==> config.mk <==
export PLATFORM = sky130hd
export DESIGN_NAME = axi_txn_monitor
export DESIGN_NICKNAME = d
export VERILOG_FILES = /design/src/rtl/axi_txn_monitor.sv
export SDC_FILE = /design/constraint.sdc
export NUM_CORES = 1
export LEC_CHECK = 0
export CORE_MARGIN = 4
export CORE_UTILIZATION = 57
export DETAILED_ROUTE_END_ITERATION = 10
export GPL_TIMING_DRIVEN = 0
export PLACE_DENSITY = 0.84
export SYNTH_ARGS = -nofsm -noshare
export SYNTH_HDL_FRONTEND = slang
export SYNTH_SLANG_ARGS = --single-unit
==> constraint.sdc <==
create_clock -name CLK -period 37.6 [get_ports CLK]
set_clock_uncertainty 0.1 [all_clocks]
set_input_delay 9.4 -clock CLK [delete_from_list [all_inputs] [get_ports CLK]]
set_output_delay 9.4 -clock CLK [all_outputs]
set_load 0.05 [all_outputs]
run_1/clock_map.png
Drawn at 2 px/µm.
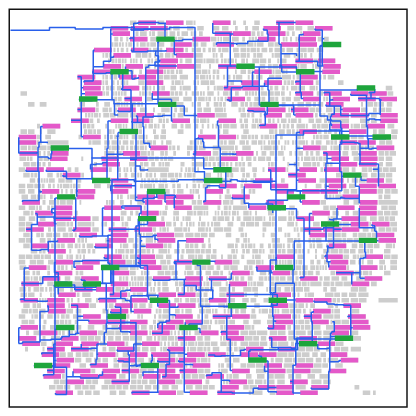
[blue] clock wires | length: 4780 µm
[green] cells driving clock nets | count: 40
[magenta] flip-flops | count: 365
routed clock nets: 41
flops lie: all over the die
Clk. pwr: 0.415 mW
source-to-sink clock delay at the later pin of the worst-skew pair: 560 ps
fraction of power consumed by the clock network: 24.9%

run_1/final_clocks.png
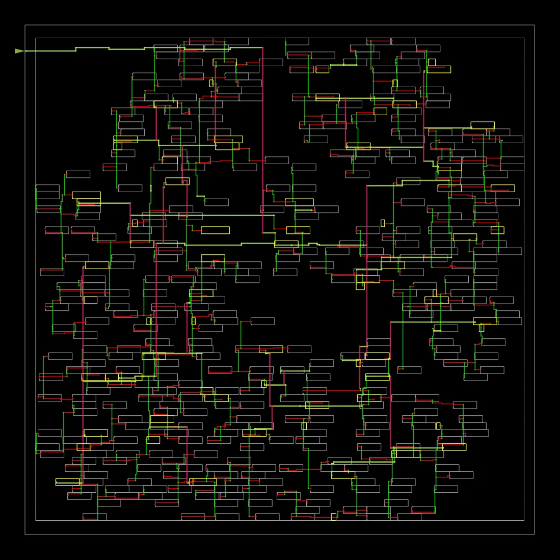
clock buffers created by TritonCTS: 40
sequential cells: 365
CLK BUF: 57
clock sinks: 365

run_1/metal_stack.png
Drawn at 1.5 px/µm.
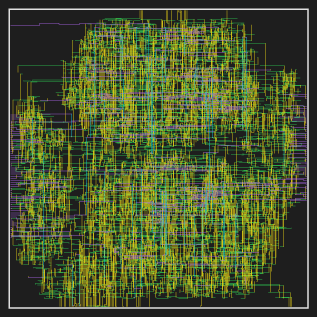
| colour | layer | wire length |
|---|---|---|
| cyan | met4 | 2070 µm |
| green | met1 | 25.0 mm |
| yellow | met2 | 27.3 mm |
| purple | met3 | 5220 µm |
total number of vias: 17519
post-detailed-routing wire length: 59.5 mm
WL per Instance: 21.2 µm
global routing usage summed across all routing layers: 30.0%

==> results.json, run 1 <==
{
  "run_status": "finished clean",
  "quantity_of_i_o_buffers_inserted_on_ports": 161,
  "timing.hold.worst.class": "flip-flop to flip-flop",
  "buffers": 272,
  "xor_xnor_portion_of_the_synthesized_cell_area_pct": 12.4,
  "netlist_top_cells_count": "dfrtp_1 (365), nor2_1 (198), a21oi_1 (171), nand2_1 (159), xor2_1 (150)",
  "top_cells_by_area": "dfrtp_1 (44%), xor2_1 (6.4%), xnor2_1 (6.0%)",
  "routed-wl-met2_mm": 27.3,
  "cts-root-to-sink-buffers": 3,
  "ctsHtreeMaxLevel": 2,
  "total_i_o_pin_count": 174,
  "ys.warnings.count": 0,
  "power.ir.vdd_worst_mv": 0.0356,
  "timing.final.crit_period_ps": 13070,
  "fin_nets": 2466,
  "grt_most_used_layer": "met2",
  "synth-edff-count": 0,
  "slew-limit-headroom_pct": 30.6,
  "avgSynthCellArea_um2": 9.74,
  "first_pass_grt_wire_length_mm": 95.1,
  "hpwl_mm": 43.4,
  "post-synth-top-count-cell": "dfrtp_1",
  "most-common-layout-cells": "dfrtp_1 (365), nor2_1 (198), a21oi_1 (171)",
  "p_seq_mw": 0.639,
  "placed_cells_incl_taps": 2741,
  "seq_power_share_pct": 38.3,
  "max_power_group": "sequential cells",
  "num_antenna_cells": 1,
  "dominantRegCellSynth": "dfrtp_1",
  "setup_viol_count_final": 0,
  "comb_area_share_pct": 44.5,
  "critPathBufInv": 3,
  "reg2reg_setup_slack_ps": 32670,
  "syn_nets": 2261,
  "power_switching_share_pct": 38.9,
  "top_layer_used": "met4",
  "non_clock_inverter_count": 41,
  "grt_use_met2_pct": 47.2,
  "first_global_vias": 17879,
  "log.warning_count": 46,
  "yosys.area_share.aoi_pct": 11.7,
  "critPathTopFamily": "simple AND/OR/NAND/NOR gates",
  "wl_met1_mm": 25.0,
  "fp-utilization_pct": 57.8,
  "critical_path.max_fanout": 10
}
==> run 2, diff against run 1 <==
==> constraint.sdc (replaced) <==
create_clock -name CLK -period 12.2 [get_ports CLK]
set_clock_uncertainty 0.1 [all_clocks]
set_input_delay 3.05 -clock CLK [delete_from_list [all_inputs] [get_ports CLK]]
set_output_delay 3.05 -clock CLK [all_outputs]
set_load 0.05 [all_outputs]
run_2/clock_map.png
Drawn at 2 px/µm.
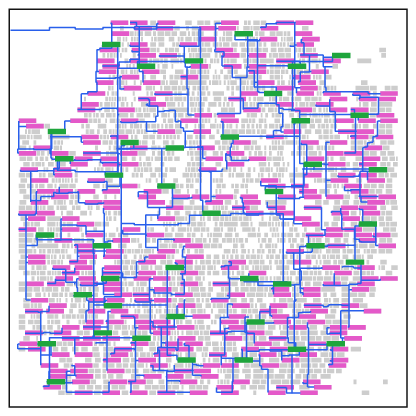
[blue] clock wires | length: 4830 µm
[green] cells driving clock nets | count: 41
[magenta] flip-flops | count: 365
routed clock nets: 42
source-to-sink clock delay at the later pin of the worst-skew pair: 570 ps
Clk. pwr: 1.31 mW
fraction of power consumed by the clock network: 25.3%

==> results.json, run 2 <==
{
  "cts_made_buffers": 41,
  "routed-wl-met2_mm": 26.7,
  "non_clock_inverter_count": 41,
  "avgSynthCellArea_um2": 9.74,
  "dominantRegCellSynth": "dfrtp_1",
  "buffers": 280,
  "total_i_o_pin_count": 174,
  "first_global_vias": 17825,
  "cts-root-to-sink-buffers": 3,
  "synth-edff-count": 0,
  "first_pass_grt_wire_length_mm": 95.1,
  "num_antenna_cells": 1,
  "clock_sinks": 365,
  "yosys.area_share.aoi_pct": 11.7,
  "fin_nets": 2475,
  "critical_path.max_fanout": 10,
  "fp-utilization_pct": 57.8,
  "most-common-layout-cells": "dfrtp_1 (365), nor2_1 (198), a21oi_1 (171)",
  "max_power_group": "sequential cells",
  "power.ir.vdd_worst_mv": 0.0956,
  "top_cells_by_area": "dfrtp_1 (44%), xor2_1 (6.4%), xnor2_1 (6.0%)",
  "timing.hold.worst.class": "flip-flop to flip-flop",
  "syn_nets": 2261,
  "ctsHtreeMaxLevel": 2,
  "post-synth-top-count-cell": "dfrtp_1",
  "log.warning_count": 37,
  "wl_met1_mm": 24.4,
  "reg2reg_setup_slack_ps": 7170,
  "run_status": "finished clean",
  "netlist_top_cells_count": "dfrtp_1 (365), nor2_1 (198), a21oi_1 (171), nand2_1 (159), xor2_1 (150)",
  "comb_area_share_pct": 44.2,
  "seq_power_share_pct": 38.1,
  "critPathTopFamily": "simple AND/OR/NAND/NOR gates",
  "placed_cells_incl_taps": 2749,
  "quantity_of_i_o_buffers_inserted_on_ports": 161,
  "timing.final.crit_period_ps": 6790,
  "sequential_cell_total": 365,
  "ys.warnings.count": 0
}
run_2/metal_stack.png
Drawn at 1.5 px/µm.
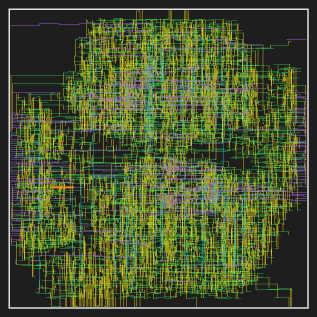
| colour | layer | wire length |
|---|---|---|
| cyan | met4 | 2400 µm |
| purple | met3 | 5930 µm |
| orange | met5 | 13.8 µm |
| green | met1 | 24.4 mm |
| yellow | met2 | 26.7 mm |
total number of vias: 17500
global routing usage summed across all routing layers: 30.0%
post-detailed-routing wire length: 59.4 mm

Power and IR drop assume default switching activity.
